<file path="config.mk">
export PLATFORM = sky130hd
export DESIGN_NAME = ascii_adder_ctrl
export DESIGN_NICKNAME = d
export VERILOG_FILES = /design/src/rtl/ascii_adder_pkg.sv /design/src/rtl/bcd_digit_adder.sv /design/src/rtl/ascii_adder_ctrl.sv
export SDC_FILE = /design/constraint.sdc
export NUM_CORES = 1
export LEC_CHECK = 0
export ABC_AREA = 1
export CORE_MARGIN = 2
export CORE_UTILIZATION = 63
export CTS_CLUSTER_SIZE = 10
export DETAILED_ROUTE_END_ITERATION = 8
export GPL_TIMING_DRIVEN = 0
export PLACE_DENSITY = 0.89
export SLEW_MARGIN = 10
export SYNTH_ARGS = -nofsm -noshare
export SYNTH_HDL_FRONTEND = slang
export SYNTH_HIERARCHICAL = 1
export SYNTH_SLANG_ARGS = --single-unit
</file>
<file path="constraint.sdc">
create_clock -name clk -period 6.7 [get_ports clk]
set_input_delay 1.675 -clock clk [delete_from_list [all_inputs] [get_ports clk]]
set_output_delay 1.675 -clock clk [all_outputs]
set_load 0.1 [all_outputs]
</file>
<file path="src/rtl/ascii_adder_pkg.sv">
// rtl/ascii_adder_pkg.sv - shared state encoding and ASCII constants for the ASCII adder controller
package ascii_adder_pkg;

    typedef enum logic [2:0] {
        GET_A,
        GET_B,
        ADD,
        SEND,
        ERR
    } state_t;

    localparam logic [7:0] CH_0    = 8'h30;
    localparam logic [7:0] CH_9    = 8'h39;
    localparam logic [7:0] CH_PLUS = 8'h2B;
    localparam logic [7:0] CH_EQ   = 8'h3D;
    localparam logic [7:0] CH_CR   = 8'h0D;
    localparam logic [7:0] CH_QM   = 8'h3F;

    function automatic logic is_digit(input logic [7:0] c);
        return (c >= CH_0) && (c <= CH_9);
    endfunction

endpackage

</file>
<file path="src/rtl/bcd_digit_adder.sv">
// rtl/bcd_digit_adder.sv - single-digit BCD adder with carry in/out
module bcd_digit_adder (
    input  logic [3:0] i_a,
    input  logic [3:0] i_b,
    input  logic       i_cin,
    output logic [3:0] o_sum,
    output logic       o_cout
);

    logic [4:0] w_raw;
    logic       w_adj;

    assign w_raw  = {1'b0, i_a} + {1'b0, i_b} + {4'b0000, i_cin};
    assign w_adj  = (w_raw > 5'd9);
    // Adding 6 modulo 16 folds a 10..19 raw sum back into 0..9.
    assign o_sum  = w_raw[3:0] + (w_adj ? 4'd6 : 4'd0);
    assign o_cout = w_adj;

endmodule

</file>
<file path="src/rtl/ascii_adder_ctrl.sv">
// rtl/ascii_adder_ctrl.sv - parses "<A>+<B>=", adds BCD digits LSD first, streams the sum + CR
// Optional feature macro: ASCII_ECHO_EN (echo every accepted input character).
module ascii_adder_ctrl
    import ascii_adder_pkg::*;
#(
    parameter int N_DIGITS = 2
) (
    input  logic       clk,
    input  logic       rst_n,
    input  logic [7:0] in_char,
    input  logic       in_valid,
    output logic       in_ready,
    output logic [7:0] out_char,
    output logic       out_valid,
    input  logic       out_ready,
    output logic       busy,
    output logic       err
);

    localparam int CW = $clog2(N_DIGITS + 1);

    state_t                    r_state, w_state_nxt;
    logic [N_DIGITS-1:0][3:0]  r_a, r_b;
    logic [N_DIGITS:0][3:0]    r_res;
    logic [CW-1:0]             r_cnt_a, r_cnt_b, r_idx, r_pos;
    logic                      r_carry, r_started, r_cr;
    logic [7:0]                r_out_char;
    logic                      r_out_valid, r_err;

    logic                      w_get, w_in_fire, w_out_fire, w_digit_ok;
    logic [CW-1:0]             w_cnt, w_msd, w_next_pos;
    logic [7:0]                w_term;
    logic [3:0]                w_da, w_db, w_sum, w_msd_dig, w_next_dig;
    logic                      w_cout;

    assign w_get      = (r_state == GET_A) || (r_state == GET_B);
`ifdef ASCII_ECHO_EN
    assign in_ready   = w_get && !r_out_valid;
`else
    assign in_ready   = w_get;
`endif
    assign w_in_fire  = in_valid && in_ready;
    assign w_out_fire = r_out_valid && out_ready;
    assign w_cnt      = (r_state == GET_B) ? r_cnt_b : r_cnt_a;
    assign w_term     = (r_state == GET_B) ? CH_EQ : CH_PLUS;
    assign w_digit_ok = is_digit(in_char) && (w_cnt != CW'(N_DIGITS));
    assign w_next_pos = r_pos - 1'b1;

    assign out_char   = r_out_char;
    assign out_valid  = r_out_valid;
    assign err        = r_err;
    assign busy       = (r_state == ADD) || (r_state == SEND);

    bcd_digit_adder u_add (
        .i_a    (w_da),
        .i_b    (w_db),
        .i_cin  (r_carry),
        .o_sum  (w_sum),
        .o_cout (w_cout)
    );

    // Digit muxes: adder operands, most significant non-zero result digit, next digit to send.
    always_comb begin
        w_da       = 4'd0;
        w_db       = 4'd0;
        w_msd      = '0;
        w_msd_dig  = 4'd0;
        w_next_dig = 4'd0;
        for (int i = 0; i < N_DIGITS; i++) begin
            if (r_idx == CW'(i)) begin
                w_da = r_a[i];
                w_db = r_b[i];
            end
        end
        for (int i = 0; i <= N_DIGITS; i++) begin
            if (r_res[i] != 4'd0) w_msd = CW'(i);
        end
        for (int i = 0; i <= N_DIGITS; i++) begin
            if (w_msd == CW'(i))      w_msd_dig  = r_res[i];
            if (w_next_pos == CW'(i)) w_next_dig = r_res[i];
        end
    end

    always_comb begin
        w_state_nxt = r_state;
        case (r_state)
            GET_A, GET_B: begin
                if (w_in_fire && !w_digit_ok) begin
                    if (in_char == w_term && w_cnt != '0)
                        w_state_nxt = (r_state == GET_A) ? GET_B : ADD;
                    else
                        w_state_nxt = ERR;
                end
            end
            ADD:       if (r_idx == CW'(N_DIGITS - 1)) w_state_nxt = SEND;
            SEND, ERR: if (w_out_fire && r_cr) w_state_nxt = GET_A;
            default:   w_state_nxt = GET_A;
        endcase
    end

    always_ff @(posedge clk or negedge rst_n) begin
        if (!rst_n) r_state <= GET_A;
        else        r_state <= w_state_nxt;
    end

    always_ff @(posedge clk or negedge rst_n) begin
        if (!rst_n) begin
            r_a         <= '0;
            r_b         <= '0;
            r_res       <= '0;
            r_cnt_a     <= '0;
            r_cnt_b     <= '0;
            r_idx       <= '0;
            r_pos       <= '0;
            r_carry     <= 1'b0;
            r_started   <= 1'b0;
            r_cr        <= 1'b0;
            r_out_char  <= 8'h00;
            r_out_valid <= 1'b0;
            r_err       <= 1'b0;
        end else begin
            r_err <= (w_state_nxt == ERR) && (r_state != ERR);
            if (w_out_fire) r_out_valid <= 1'b0;
            case (r_state)
                GET_A, GET_B: begin
                    if (w_in_fire) begin
`ifdef ASCII_ECHO_EN
                        r_out_char  <= in_char;
                        r_out_valid <= 1'b1;
`endif
                        if (w_digit_ok && r_state == GET_A) begin
                            r_a     <= {r_a[N_DIGITS-2:0], in_char[3:0]};
                            r_cnt_a <= r_cnt_a + 1'b1;
                        end else if (w_digit_ok) begin
                            r_b     <= {r_b[N_DIGITS-2:0], in_char[3:0]};
                            r_cnt_b <= r_cnt_b + 1'b1;
                        end
                    end
                end
                ADD: begin
                    for (int i = 0; i < N_DIGITS; i++) begin
                        if (r_idx == CW'(i)) r_res[i] <= w_sum;
                    end
                    r_carry <= w_cout;
                    r_idx   <= r_idx + 1'b1;
                    if (r_idx == CW'(N_DIGITS - 1)) r_res[N_DIGITS] <= {3'b000, w_cout};
                end
                SEND, ERR: begin
                    // First character waits until any pending echo has been taken.
                    if (!r_started) begin
                        if (!r_out_valid || out_ready) begin
                            r_out_char  <= (r_state == SEND) ? (CH_0 | {4'h0, w_msd_dig}) : CH_QM;
                            r_pos       <= (r_state == SEND) ? w_msd : '0;
                            r_out_valid <= 1'b1;
                            r_started   <= 1'b1;
                        end
                    end else if (w_out_fire) begin
                        if (r_cr) begin
                            r_a       <= '0;
                            r_b       <= '0;
                            r_res     <= '0;
                            r_cnt_a   <= '0;
                            r_cnt_b   <= '0;
                            r_idx     <= '0;
                            r_pos     <= '0;
                            r_carry   <= 1'b0;
                            r_started <= 1'b0;
                            r_cr      <= 1'b0;
                        end else if (r_pos == '0) begin
                            r_out_char  <= CH_CR;
                            r_out_valid <= 1'b1;
                            r_cr        <= 1'b1;
                        end else begin
                            r_pos       <= w_next_pos;
                            r_out_char  <= CH_0 | {4'h0, w_next_dig};
                            r_out_valid <= 1'b1;
                        end
                    end
                end
                default: ;
            endcase
        end
    end

endmodule
</file>
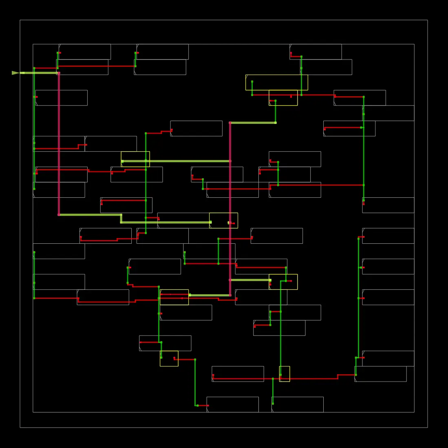
(run_1/clocks.png)
number of buffers created by CTS: 5
TritonCTS sink count: 46
layout clock buffer count: 5
clk_skew: 0.006246 ns
clk_lat worst skew: 0.30 ns

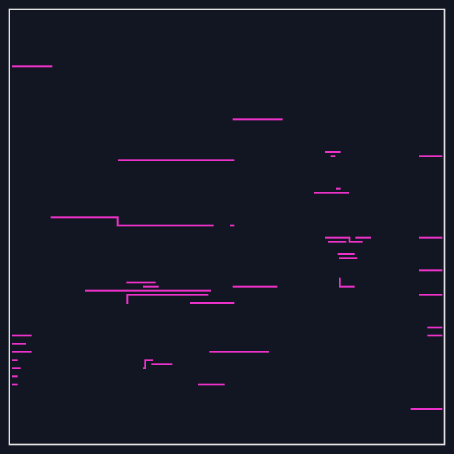
(run_1/layer_met3.png)
Drawn at 6 px/um.
share of all routed wire	3.2%
longest straight run	20.7 um
nets with wire on the layer	31
main direction	horizontal
final WL: 6.356 mm
GR Util met3: 4.861%
routed vias: 2659

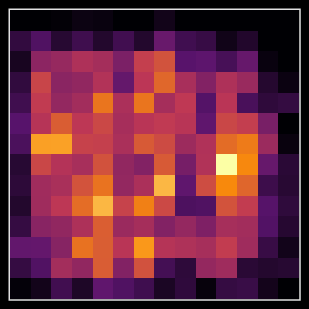
(run_1/metal_density.png)
Drawn at 4 px/um. 14 x 14 tiles, from black (low) to pale yellow (high), scaled to the fullest tile. Values are wire area over tile area, all layers added.
fullest tile	0.56
mean over tiles	0.19
emptiest ninth of the die	top right
nearly empty tiles	9.2%
tiles over half the peak	24%
All-Layer GR Usage: 27.61%
drt wl/cell: 13.35 um

==> results.rst, run 1 <==
Run summary
-----------

.. list-table::
   :header-rows: 1

   * - Metric
     - Value
   * - Cell Pwr Density
     - 534.8 nW/um2
   * - Pre-CTS setup slack
     - 2.822 ns
   * - Final Cycle Share
     - 60.04%
   * - Internal power
     - 0.8408 mW
   * - Fraction of layout instances using a drive strength above 1
     - 9.434%
   * - Num rows
     - 24
   * - Clock Pin Slew Worst Setup and Hold Paths
     - 0.09 ns
   * - Launch point of the worst reg-to-reg path
     - r_idx[1]$_DFFE_PN0P_
   * - Area post-placement
     - 3232 um2
   * - Final design utilization
     - 75.77%
   * - Share of power burned in combinational logic
     - 62.1%
   * - WS Path Type
     - reg -> out
   * - Count of state elements after synthesis
     - 46
   * - Worst-case setup margin in the final layout
     - 2.677 ns
   * - Starting density of the core
     - 66.55%
   * - Worst Path Arrival
     - 2.35 ns
   * - Sequential share of power
     - 26.0%
   * - Worst Setup Start Kind
     - register
   * - Number of I/O port buffers
     - 21
   * - Headroom to the max-slew limit
     - 35.39%
   * - Crit path time final
     - 4.023 ns
   * - Critical path peak fanout
     - 5
   * - Met2 wire len
     - 3.409 mm
   * - Yosys chip area
     - 2938 um2
   * - Launch point of the worst path
     - r_state[2]$_DFF_PN0_
   * - Switching Fraction
     - 52.99%
   * - Post-synth design cell area
     - 2938 um2
   * - Total of warnings raised by yosys
     - 6
   * - Drt via density
     - 5.586
   * - Initial antenna violation count
     - 0
   * - Depth of the worst register-to-register path
     - 18
   * - DP Wirelength
     - 4.810 mm
   * - Final routed DRC violation total
     - 0
   * - I/O pin count
     - 24
   * - Number of antenna repair diodes
     - 0
   * - Run status
     - finished clean
   * - Worst IR drop on VDD
     - 0.2601 mV
   * - Stage-log warning count
     - 30
   * - Syn Inst Count
     - 393
   * - WP data required
     - 5.03 ns
   * - GR Util met1
     - 32.17%
   * - Highest metal layer used by the detailed router
     - met4
   * - Routed metal-1 wirelength
     - 2.677 mm
   * - RSZ-0062 raised after global routing
     - no
   * - Number of nets still failing antenna checks after routing
     - 0
   * - Cell Count Post-Placement
     - 468
   * - Pin count of the biggest net entering global routing
     - 36
   * - Height of the chip
     - 72.29 um
   * - Cell count in the Yosys report
     - 393
   * - Count of pins over their slew limit
     - 0
   * - Routing usage on met2
     - 50.97%
   * - Worst hold endpoint
     - r_a[2]$_DFFE_PN0P_
   * - Worst hold path cell count
     - 2
   * - Die extent in x
     - 72.29 um
   * - Type of the most critical hold path
     - reg -> reg
   * - Final total power
     - 1.789 mW
   * - Worst-case hold slack
     - 0.4795 ns
   * - CTS max path bufs
     - 2
   * - Clock net power
     - 0.213 mW
   * - Net count reported at finish
     - 448
   * - Part of the power in the clock network
     - 11.9%
   * - Leakage power
     - 1.659 nW
   * - Vias in the first global route
     - 2677
   * - Setup TNS
     - 0 ns
   * - Overall die area
     - 5225 um2
   * - Reported net switching power
     - 0.9478 mW
   * - Final tally of setup violations
     - 0
   * - CP endpoint kind
     - primary output
   * - Remaining Overflow, GRT
     - 0
   * - Root buffer selected by CTS
     - sky130_fd_sc_hd__clkbuf_8
   * - Highest Clock Rate
     - 248.6 MHz
   * - Hold Buf Count CTS
     - 0
   * - Transition time of the tightest slew-check pin
     - 0.9661 ns
   * - Number of instances resized during post-cts repair
     - 0
   * - FF-to-FF setup slack
     - 2.80 ns
   * - Number of inserted filler cells in the final layout
     - 357
## run 1: layout make-up
cell class,instances,area [um2],share of cell area (%)
Tap cell,52,65.06,1.945
Inverter,54,202.7,6.061
Clock buffer,5,68.82,2.058
Multi-Input combinational cell,280,1493,44.63
Clock inverter,3,43.79,1.309
Buffer,14,95.09,2.843
Timing Repair Buffer,22,225.2,6.734
Sequential cell,46,1151,34.42
## run 1: synth_stat cells (all sizes together)
library cell | number | area (um2)
a31oi | 1 | 6.260
ha | 10 | 125.1
nand3b | 1 | 7.510
nor3 | 6 | 30.03
buf | 11 | 83.83
o21ai | 36 | 202.7
o22ai | 6 | 37.54
a21oi | 7 | 35.03
xnor2 | 1 | 8.760
o211ai | 6 | 45.04
nand3 | 23 | 155.2
fa | 3 | 60.06
nand2 | 119 | 456.7
dfrtp | 46 | 1151
clkbuf | 3 | 11.26
conb | 1 | 3.750
nor2 | 34 | 158.9
nand4 | 25 | 156.4
inv | 54 | 202.7
## run 1: worst max-delay path: stages, from the launching register on
cell                              delay, ns
sky130_fd_sc_hd__dfrtp_1               0.49
sky130_fd_sc_hd__nor2_1                0.34
sky130_fd_sc_hd__clkdlybuf4s50_1       1.21
## run 1: cell families (layout without fill, tap and decap cells)
group                      count (synthesis)  after routing  share of synthesized area [%]
and+or+nand+nor                          208            208                          32.84
DFF                                       46             46                          39.18
adders and majority gates                 13             13                          6.303
xor gates and xnor gates                   1              1                         0.2982
AOI/OAI and AO/OA                         56             56                          11.12
other                                      1              2                         0.1276
buffers and inverters                     68             98                          10.14
## run 1: flip-flops by register name (all words and copies together) (netlist names), named ones only
register	flops
err	1
r_cnt_b	2
r_carry	1
r_started	1
r_idx	2
r_a	8
r_b	8
r_cr	1
r_pos	2
r_state	3
r_res	9
out_char	5
r_cnt_a	2
--- run 2 (diff from run 1) ---
--- a/config.mk
+++ b/config.mk
@@ -7,11 +7,11 @@
 export LEC_CHECK = 0
 export ABC_AREA = 1
 export CORE_MARGIN = 2
-export CORE_UTILIZATION = 63
+export CORE_UTILIZATION = 58
 export CTS_CLUSTER_SIZE = 10
 export DETAILED_ROUTE_END_ITERATION = 8
 export GPL_TIMING_DRIVEN = 0
-export PLACE_DENSITY = 0.89
+export PLACE_DENSITY = 0.83
 export SLEW_MARGIN = 10
 export SYNTH_ARGS = -nofsm -noshare
 export SYNTH_HDL_FRONTEND = slang
==> constraint.sdc (replaced) <==
create_clock -name clk -period 3.85 [get_ports clk]
set_input_delay 0.9625 -clock clk [delete_from_list [all_inputs] [get_ports clk]]
set_output_delay 0.9625 -clock clk [all_outputs]
set_load 0.1 [all_outputs]
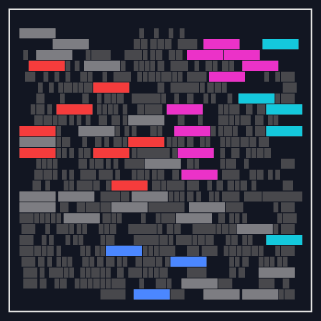
(run_2/flops_by_reg.png)
Drawn at 4 px/um. Other sequential cells in the stronger grey, the rest of the logic in the fainter grey.
name in the netlist	colour	flops
`r_state`	blue	3
`r_a`	red	8
`out_char`	cyan	5
`r_res`	magenta	9
not coloured	21
final design utilization: 69.90%
sequential cell area share: 34.19%

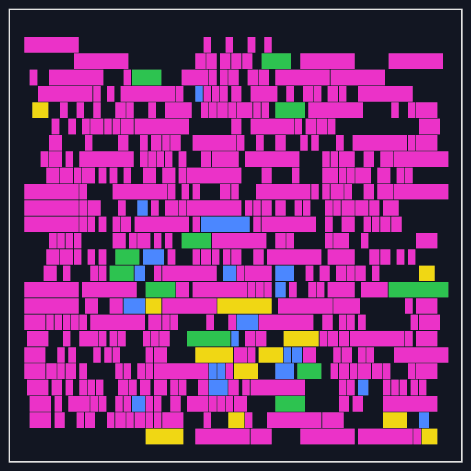
(run_2/sizes.png)
Drawn at 6 px/um.
size	colour	cells
_0 and _1 cells	magenta	380
_6 and larger	green	11
_3 and _4 cells	yellow	12
_2 cells	blue	20
worst-case setup margin in the final layout: 0.3592 ns
final instance area: 3367 um2
non-clock buffer count: 35
Area Overhead vs Synth: 14.61%

==> results.rst, run 2 <==
Run summary
-----------

.. list-table::
   :header-rows: 1

   * - Metric
     - Value
   * - Run status
     - finished clean (unchanged)
   * - Top cell type's share of synthesized area
     - 39.18% (unchanged)
   * - Number of nets still failing antenna checks after routing
     - 0 (unchanged)
   * - Total of warnings raised by yosys
     - 6 (unchanged)
   * - Hold Buf Count CTS
     - 0 (unchanged)
   * - Cell Pwr Density
     - 904.7 nW/um2 (was 534.8 nW/um2)
   * - Type of the most critical hold path
     - reg -> reg (unchanged)
   * - Critical path peak fanout
     - 9 (was 5)
   * - Num rows
     - 25 (was 24)
   * - Logic area
     - 1510 um2 (was 1493 um2)
   * - Adder-cell share of the synthesized area
     - 6.303% (unchanged)
   * - Syn Inst Count
     - 393 (unchanged)
   * - Root buffer selected by CTS
     - sky130_fd_sc_hd__clkbuf_8 (unchanged)
   * - Post-synth top cells
     - sky130_fd_sc_hd__nand2_1 (117), sky130_fd_sc_hd__inv_1 (49), sky130_fd_sc_hd__dfrtp_1 (46) (unchanged)
   * - Area fraction in compound gates after synthesis
     - 11.12% (unchanged)
   * - DP Wirelength
     - 4.764 mm (was 4.810 mm)
   * - Drt via density
     - 5.388 (was 5.586)
   * - FF-to-FF setup slack
     - 0.36 ns (was 2.80 ns)
   * - Routing usage on met2
     - 46.49% (was 50.97%)
   * - Number of buffers and inverters on the critical path
     - 3 (was 1)
   * - Combinational family with the most area after synthesis
     - simple AND/OR/NAND/NOR gates (unchanged)
   * - Launch point of the worst reg-to-reg path
     - r_idx[1]$_DFFE_PN0P_ (unchanged)
   * - Die extent in x
     - 75.17 um (was 72.29 um)
   * - CP max-delay cell
     - sky130_fd_sc_hd__fa_1 (was sky130_fd_sc_hd__clkdlybuf4s50_1)
   * - Portion of netlist area occupied by mux cells
     - 0% (unchanged)
   * - Yosys chip area
     - 2938 um2 (unchanged)
   * - Leading area contributor after synthesis
     - sky130_fd_sc_hd__dfrtp_1 (unchanged)
   * - Top-count cell post-synth
     - sky130_fd_sc_hd__nand2_1 (unchanged)
   * - Stage-log warning count
     - 30 (unchanged)
   * - Count of flip-flops with a built-in enable after synthesis
     - 0 (unchanged)
   * - Pin count of the biggest net entering global routing
     - 25 (was 36)
   * - Clk_lat worst skew
     - 0.31 ns (was 0.30 ns)
   * - Clock Pin Slew Worst Setup and Hold Paths
     - 0.09 ns (about the same)
   * - Number of inserted filler cells in the final layout
     - 419 (was 357)
   * - Leakage power
     - 1.649 nW (was 1.659 nW)
   * - GR Util met1
     - 32.21% (was 32.17%)
   * - Final tally of setup violations
     - 0 (unchanged)
   * - Crit path time final
     - 3.491 ns
   * - Most instantiated flip-flop cell in the synthesis netlist
     - sky130_fd_sc_hd__dfrtp_1 (unchanged)
   * - Clk_skew
     - 0.008727 ns (was 0.006246 ns)
   * - Remaining Overflow, GRT
     - 0 (unchanged)
   * - Worst Setup Start Kind
     - register (unchanged)
   * - Largest register FFs
     - 9 (unchanged)
   * - Cell count in the Yosys report
     - 393 (unchanged)
   * - Number of I/O port buffers
     - 21 (unchanged)
   * - Top delay family on crit path
     - adder cells (was buffers and inverters)
   * - GR Util met3
     - 5.221% (was 4.861%)
   * - Final Cycle Share
     - 90.67%
   * - Vias in the first global route
     - 2624 (was 2677)
   * - Highest Clock Rate
     - 286.5 MHz
   * - Worst hold endpoint
     - r_a[4]$_DFFE_PN0P_ (was r_a[2]$_DFFE_PN0P_)
   * - Transition time of the tightest slew-check pin
     - 0.9648 ns (was 0.9661 ns)
   * - Worst hold path cell count
     - 2 (unchanged)
   * - Top reg by flops
     - r_res (unchanged)
   * - Setup TNS
     - 0 ns (unchanged)
   * - All-Layer GR Usage
     - 26.50% (was 27.61%)
   * - Worst IR drop on VDD
     - 0.4291 mV (was 0.2601 mV)
   * - Number of buffers created by CTS
     - 5 (unchanged)
   * - CTS max path bufs
     - 2 (unchanged)
   * - Largest cells by area after synthesis
     - sky130_fd_sc_hd__dfrtp_1 (39%), sky130_fd_sc_hd__nand2_1 (15%), sky130_fd_sc_hd__inv_1 (6.3%) (unchanged)
   * - Number of antenna repair diodes
     - 0 (unchanged)
   * - Proportion of register bits with asynchronous set or reset after synthesis
     - 100.0% (unchanged)
   * - CP endpoint kind
     - register (was primary output)
   * - TritonCTS sink count
     - 46 (unchanged)
   * - Share of synthesized cell area in and, or, nand and nor gates
     - 32.84% (unchanged)
   * - Depth of the critical timing path with buffers and inverters included
     - 17 (was 2)
   * - Sequential cell area
     - 1151 um2 (unchanged)
   * - Count of pins over their slew limit
     - 0 (unchanged)
   * - Net count reported at finish
     - 447 (was 448)
   * - Depth of the worst register-to-register path
     - 17 (was 18)
   * - Worst Path Arrival
     - 3.72 ns (was 2.35 ns)
   * - Synth Area in XOR/XNOR
     - 0.2981% (unchanged)
   * - Headroom to the max-slew limit
     - 35.48% (was 35.39%)
   * - RSZ-0062 raised after global routing
     - no (unchanged)
-- run 2: cell count changes in the layout (fill, tap and decap cells not counted), sizes merged --
cell and delta:
clkinvlp +1, inv -1, bufinv -1
-- run 2: final cells by class --
cell class              count  share of cell area (%)
multi-input cells         280                   44.85
clock inverters             2                  0.3716
plain buffers              13                   2.713
repair buffers             22                   6.912
inverters                  54                   6.020
clock buffers               6                   2.453
well taps                  67                   2.490
flip-flops and latches     46                   34.19
-- run 2: cells by family after synthesis --
family / after synthesis
XOR/XNOR: 1
other: 1
AND-OR/OR-AND: 56
AND/OR/NAND/NOR: 208
buffers and inverters: 68
flip-flops: 46
adder cells (fa/ha/maj): 13
-- run 2: report_power, final --
part           internal (mW)  switching (mW)  leakage (nW)
registers              0.680           0.131         0.596
clock network          0.144           0.168        0.0472
logic                  0.590            1.33          1.01
-- run 2: metrics by stage --
stage	hold slack (ns)	std cells	cell area (um2)	utilization, %
after floorplan	0.4419	394	2942	-
after global placement	0.4539	482	3236	67.17
after detailed placement	0.4593	483	3258	67.64
after CTS	0.4790	490	3352	69.58
after global routing	0.5031	490	3367	69.90
final	0.4755	490	3367	69.90
-- run 2: worst min-delay path, stage by stage, from the launching register on --
cell and delay [ns]:
sky130_fd_sc_hd__dfrtp_1 0.35, sky130_fd_sc_hd__nand2_1 0.05, sky130_fd_sc_hd__nand2_1 0.05
-- run 2: repair_timing --
| action | in CTS | in global routing |
|---|---|---|
| buffers inserted | 0 | 0 |
| gates cloned | 0 | 0 |
| endpoints found under the setup margin | 3 | 4 |
| resized | 1 | 3 |
-- run 2: layer usage --
| layer | vias up | wire length (um) |
|---|---|---|
| li1 | 1337 | - |
| met1 | 1238 | 2807 |
| met2 | 53 | 3210 |
| met3 | 12 | 212 |
| met4 | 0 | 139 |
| met5 | - | 0 |
--- run 3 (diff from run 2) ---
--- a/config.mk
+++ b/config.mk
@@ -8,6 +8,7 @@
 export ABC_AREA = 1
 export CORE_MARGIN = 2
 export CORE_UTILIZATION = 58
+export CTS_CLUSTER_DIAMETER = 200
 export CTS_CLUSTER_SIZE = 10
 export DETAILED_ROUTE_END_ITERATION = 8
 export GPL_TIMING_DRIVEN = 0
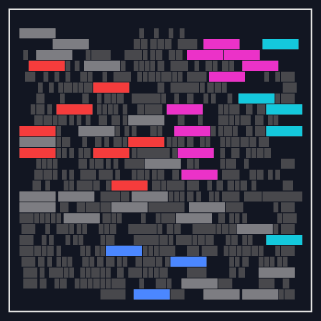
(run_3/flops_by_reg.png)
Drawn at 4 px/um. Other sequential cells in the stronger grey, the rest of the logic in the fainter grey.
name in the netlist	colour	flops
`out_char`	cyan	5
`r_res`	magenta	9
`r_a`	red	8
`r_state`	blue	3
Seq. pwr: 0.810 mW
sequential cell area: 1151 um2

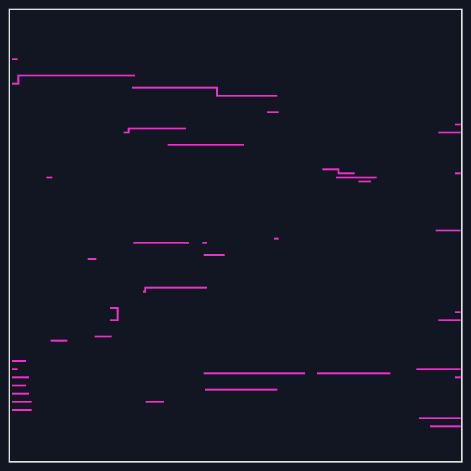
(run_3/layer_met3.png)
Drawn at 6 px/um.
main direction	horizontal
share of all routed wire	3.3%
wire length on this layer	212 um
longest straight run	19.3 um
nets with wire on the layer	33
GR Util met3: 5.221%
final WL: 6.369 mm
routed vias: 2640

==> results.rst, run 3 <==
Run summary
-----------

.. list-table::
   :header-rows: 1

   * - Metric
     - Value
   * - Syn Inst Count
     - 393 (unchanged)
   * - Overall die area
     - 5651 um2 (unchanged)
   * - Leakage power
     - 1.649 nW (unchanged)
   * - Top delay family on crit path
     - adder cells (unchanged)
   * - Reported net switching power
     - 1.632 mW (unchanged)
   * - Pre-CTS setup slack
     - -0.1058 ns (unchanged)
   * - Transition time of the tightest slew-check pin
     - 0.9648 ns (unchanged)
   * - Area Overhead vs Synth
     - 14.61% (unchanged)
   * - DP Wirelength
     - 4.764 mm (unchanged)
   * - Buffers inserted by post-CTS timing repair
     - 0 (unchanged)
   * - Remaining Overflow, GRT
     - 0 (unchanged)
   * - Root buffer selected by CTS
     - sky130_fd_sc_hd__clkbuf_8 (unchanged)
   * - Final routed DRC violation total
     - 0 (unchanged)
   * - Crit path time final
     - 3.491 ns (unchanged)
   * - Number of buffers created by CTS
     - 5 (unchanged)
   * - Starting density of the core
     - 60.99% (unchanged)
   * - Die extent in x
     - 75.17 um (unchanged)
   * - All-Layer GR Usage
     - 26.50% (unchanged)
   * - Proportion of register bits with asynchronous set or reset after synthesis
     - 100.0% (unchanged)
   * - Weighted congestion at the end of routability-driven global placement
     - 0.9015 (unchanged)
   * - Cell Count, Final, Fillers Out
     - 490 (unchanged)
   * - Area post-placement
     - 3258 um2 (unchanged)
   * - Post-synth top cells
     - sky130_fd_sc_hd__nand2_1 (117), sky130_fd_sc_hd__inv_1 (49), sky130_fd_sc_hd__dfrtp_1 (46) (unchanged)
   * - Type of the most critical hold path
     - reg -> reg (unchanged)
   * - Logic area
     - 1510 um2 (unchanged)
   * - Clk_lat worst skew
     - 0.31 ns (about the same)
   * - Worst-case hold slack
     - 0.4755 ns (unchanged)
   * - Cell Count Post-Placement
     - 483 (unchanged)
   * - Worst-case setup margin in the final layout
     - 0.3592 ns (unchanged)
   * - Number of I/O port buffers
     - 21 (unchanged)
   * - CTS max path bufs
     - 2 (unchanged)
   * - Final tally of setup violations
     - 0 (unchanged)
   * - Worst path cell trace
     - inv_1 -> ha_4 -> inv_1 -> nand2_2 -> o21ai_0 -> fa_2 -> fa_1 -> nand3b_1 -> nand3_1 -> nand2_1 -> ha_1 -> fa_1 -> inv_1 -> nand3_1 -> nand2_1 -> nand2_1 -> o21ai_0 (unchanged)
   * - Critical path peak fanout
     - 9 (unchanged)
   * - Final Cycle Share
     - 90.67% (unchanged)
   * - Depth of the worst register-to-register path
     - 17 (unchanged)
   * - Share of power burned in combinational logic
     - 63.1% (about the same)
   * - Launch point of the worst reg-to-reg path
     - r_idx[1]$_DFFE_PN0P_ (unchanged)
   * - Stage-log warning count
     - 30 (unchanged)
   * - Worst Path Arrival
     - 3.72 ns (about the same)
   * - Num rows
     - 25 (unchanged)
   * - Count of pins over their slew limit
     - 0 (unchanged)
   * - Number of instances resized during post-cts repair
     - 1 (unchanged)
   * - Count of flip-flops with a built-in enable after synthesis
     - 0 (unchanged)
   * - Net count reported at finish
     - 447 (unchanged)
   * - Sequential share of power
     - 26.6% (about the same)
   * - Number of buffers and inverters on the critical path
     - 3 (unchanged)
   * - Initial antenna violation count
     - 0 (unchanged)
   * - WP data required
     - 4.08 ns (about the same)
   * - Count of state elements after synthesis
     - 46 (unchanged)
   * - Drt wl/cell
     - 13.00 um (unchanged)
   * - Cell Pwr Density
     - 904.7 nW/um2 (unchanged)
   * - Clock Pin Slew Worst Setup and Hold Paths
     - 0.09 ns (about the same)
   * - Regs by FF count
     - r_res x9, r_a x8, r_b x8 (unchanged)
   * - Fraction of layout instances using a drive strength above 1
     - 10.17% (unchanged)
   * - Largest register FFs
     - 9 (unchanged)
   * - Worst hold path cell count
     - 2 (unchanged)
   * - Cell count in the Yosys report
     - 393 (unchanged)
   * - Leading area contributor after synthesis
     - sky130_fd_sc_hd__dfrtp_1 (unchanged)
   * - RSZ-0062 raised after global routing
     - no (unchanged)
   * - Worst path max stage delay
     - 0.46 ns (about the same)
   * - Final instance area
     - 3367 um2 (unchanged)
   * - Worst Setup Start Kind
     - register (unchanged)
   * - CP max-delay cell
     - sky130_fd_sc_hd__fa_1 (unchanged)
   * - Hold Buf Count CTS
     - 0 (unchanged)
   * - Drt via density
     - 5.388 (unchanged)
   * - Height of the chip
     - 75.17 um (unchanged)
   * - Run status
     - finished clean (unchanged)
   * - Part of the power in the clock network
     - 10.3% (about the same)
   * - WS Path Type
     - reg -> reg (unchanged)
   * - Number of antenna repair diodes
     - 0 (unchanged)
   * - Final total power
     - 3.046 mW (unchanged)
   * - Top reg by flops
     - r_res (unchanged)
   * - Worst hold endpoint
     - r_a[4]$_DFFE_PN0P_ (unchanged)
   * - Final design utilization
     - 69.90% (unchanged)
   * - H-tree depth
     - 2 (unchanged)
   * - Largest cells by area after synthesis
     - sky130_fd_sc_hd__dfrtp_1 (39%), sky130_fd_sc_hd__nand2_1 (15%), sky130_fd_sc_hd__inv_1 (6.3%) (unchanged)
   * - TritonCTS sink count
     - 46 (unchanged)
   * - Pin count of the biggest net entering global routing
     - 25 (unchanged)
   * - Internal power
     - 1.414 mW (unchanged)
   * - Most instantiated flip-flop cell in the synthesis netlist
     - sky130_fd_sc_hd__dfrtp_1 (unchanged)
   * - Headroom to the max-slew limit
     - 35.48% (unchanged)
   * - Worst IR drop on VDD
     - 0.4291 mV (unchanged)
   * - Part of the Yosys area used for sequential elements
     - 39.18% (unchanged)
   * - I/O pin count
     - 24 (unchanged)
   * - Top cell type's share of synthesized area
     - 39.18% (unchanged)
   * - Clk_skew
     - 0.008727 ns (unchanged)
   * - Post-synth design cell area
     - 2938 um2 (unchanged)
   * - Total of warnings raised by yosys
     - 6 (unchanged)
   * - FF-to-FF setup slack
     - 0.36 ns (about the same)
   * - Number of nets still failing antenna checks after routing
     - 0 (unchanged)
   * - Highest Clock Rate
     - 286.5 MHz (unchanged)
   * - Yosys chip area
     - 2938 um2 (unchanged)
   * - CP endpoint kind
     - register (unchanged)
   * - Setup TNS
     - 0 ns (unchanged)
## run 3: area by class of cell
| type | instances | area share, % |
|---|---|---|
| multi-input combinational | 280 | 44.85 |
| sequential | 46 | 34.19 |
| timing repair buffer | 22 | 6.912 |
| inverter | 54 | 6.020 |
| buffer | 13 | 2.713 |
| tap | 67 | 2.490 |
| clock buffer | 6 | 2.453 |
| clock inverter | 2 | 0.3716 |
## run 3: power groups by stage
stage | Sequential, mW | Combinational (mW) | Clock [mW]
after CTS | 0.809 | 1.92 | 0.320
after floorplan | 1.03 | 1.27 | 0
after detailed placement | 0.818 | 1.91 | 0
final | 0.810 | 1.92 | 0.313
after global placement | 0.807 | 1.86 | 0
after global routing | 0.832 | 2.17 | 0.340
## run 3: logic make-up after synthesis
logic type,count (synthesis),share of synthesized area (%)
other cells,1,0.1276
xor+xnor,1,0.2982
compound gates,56,11.12
flops,46,39.18
buf+inv,68,10.14
fa+ha+maj,13,6.303
simple gates,208,32.84
## run 3: how the worst max path moves through the flow
stage	start	to	cells after the start
floorplan	r_idx[1]$_DFFE_PN0P_	r_res[7]$_DFFE_PN0P_	18
finish	r_idx[1]$_DFFE_PN0P_	r_res[7]$_DFFE_PN0P_	17
detailed placement	r_idx[1]$_DFFE_PN0P_	r_res[7]$_DFFE_PN0P_	18
CTS	r_idx[1]$_DFFE_PN0P_	r_res[7]$_DFFE_PN0P_	17
global placement	r_idx[1]$_DFFE_PN0P_	r_res[7]$_DFFE_PN0P_	18
global route	r_idx[1]$_DFFE_PN0P_	r_res[7]$_DFFE_PN0P_	17
## run 3: per-layer routing
metal | routed length, um | GRT usage (%) | part of all wire [%]
met5 | 0 | 0 | 0
met4 | 139 | 10.14 | 2.2
met3 | 212 | 5.221 | 3.3
met2 | 3210 | 46.49 | 50
met1 | 2807 | 32.21 | 44
Power is estimated from default activity; no workload was simulated.
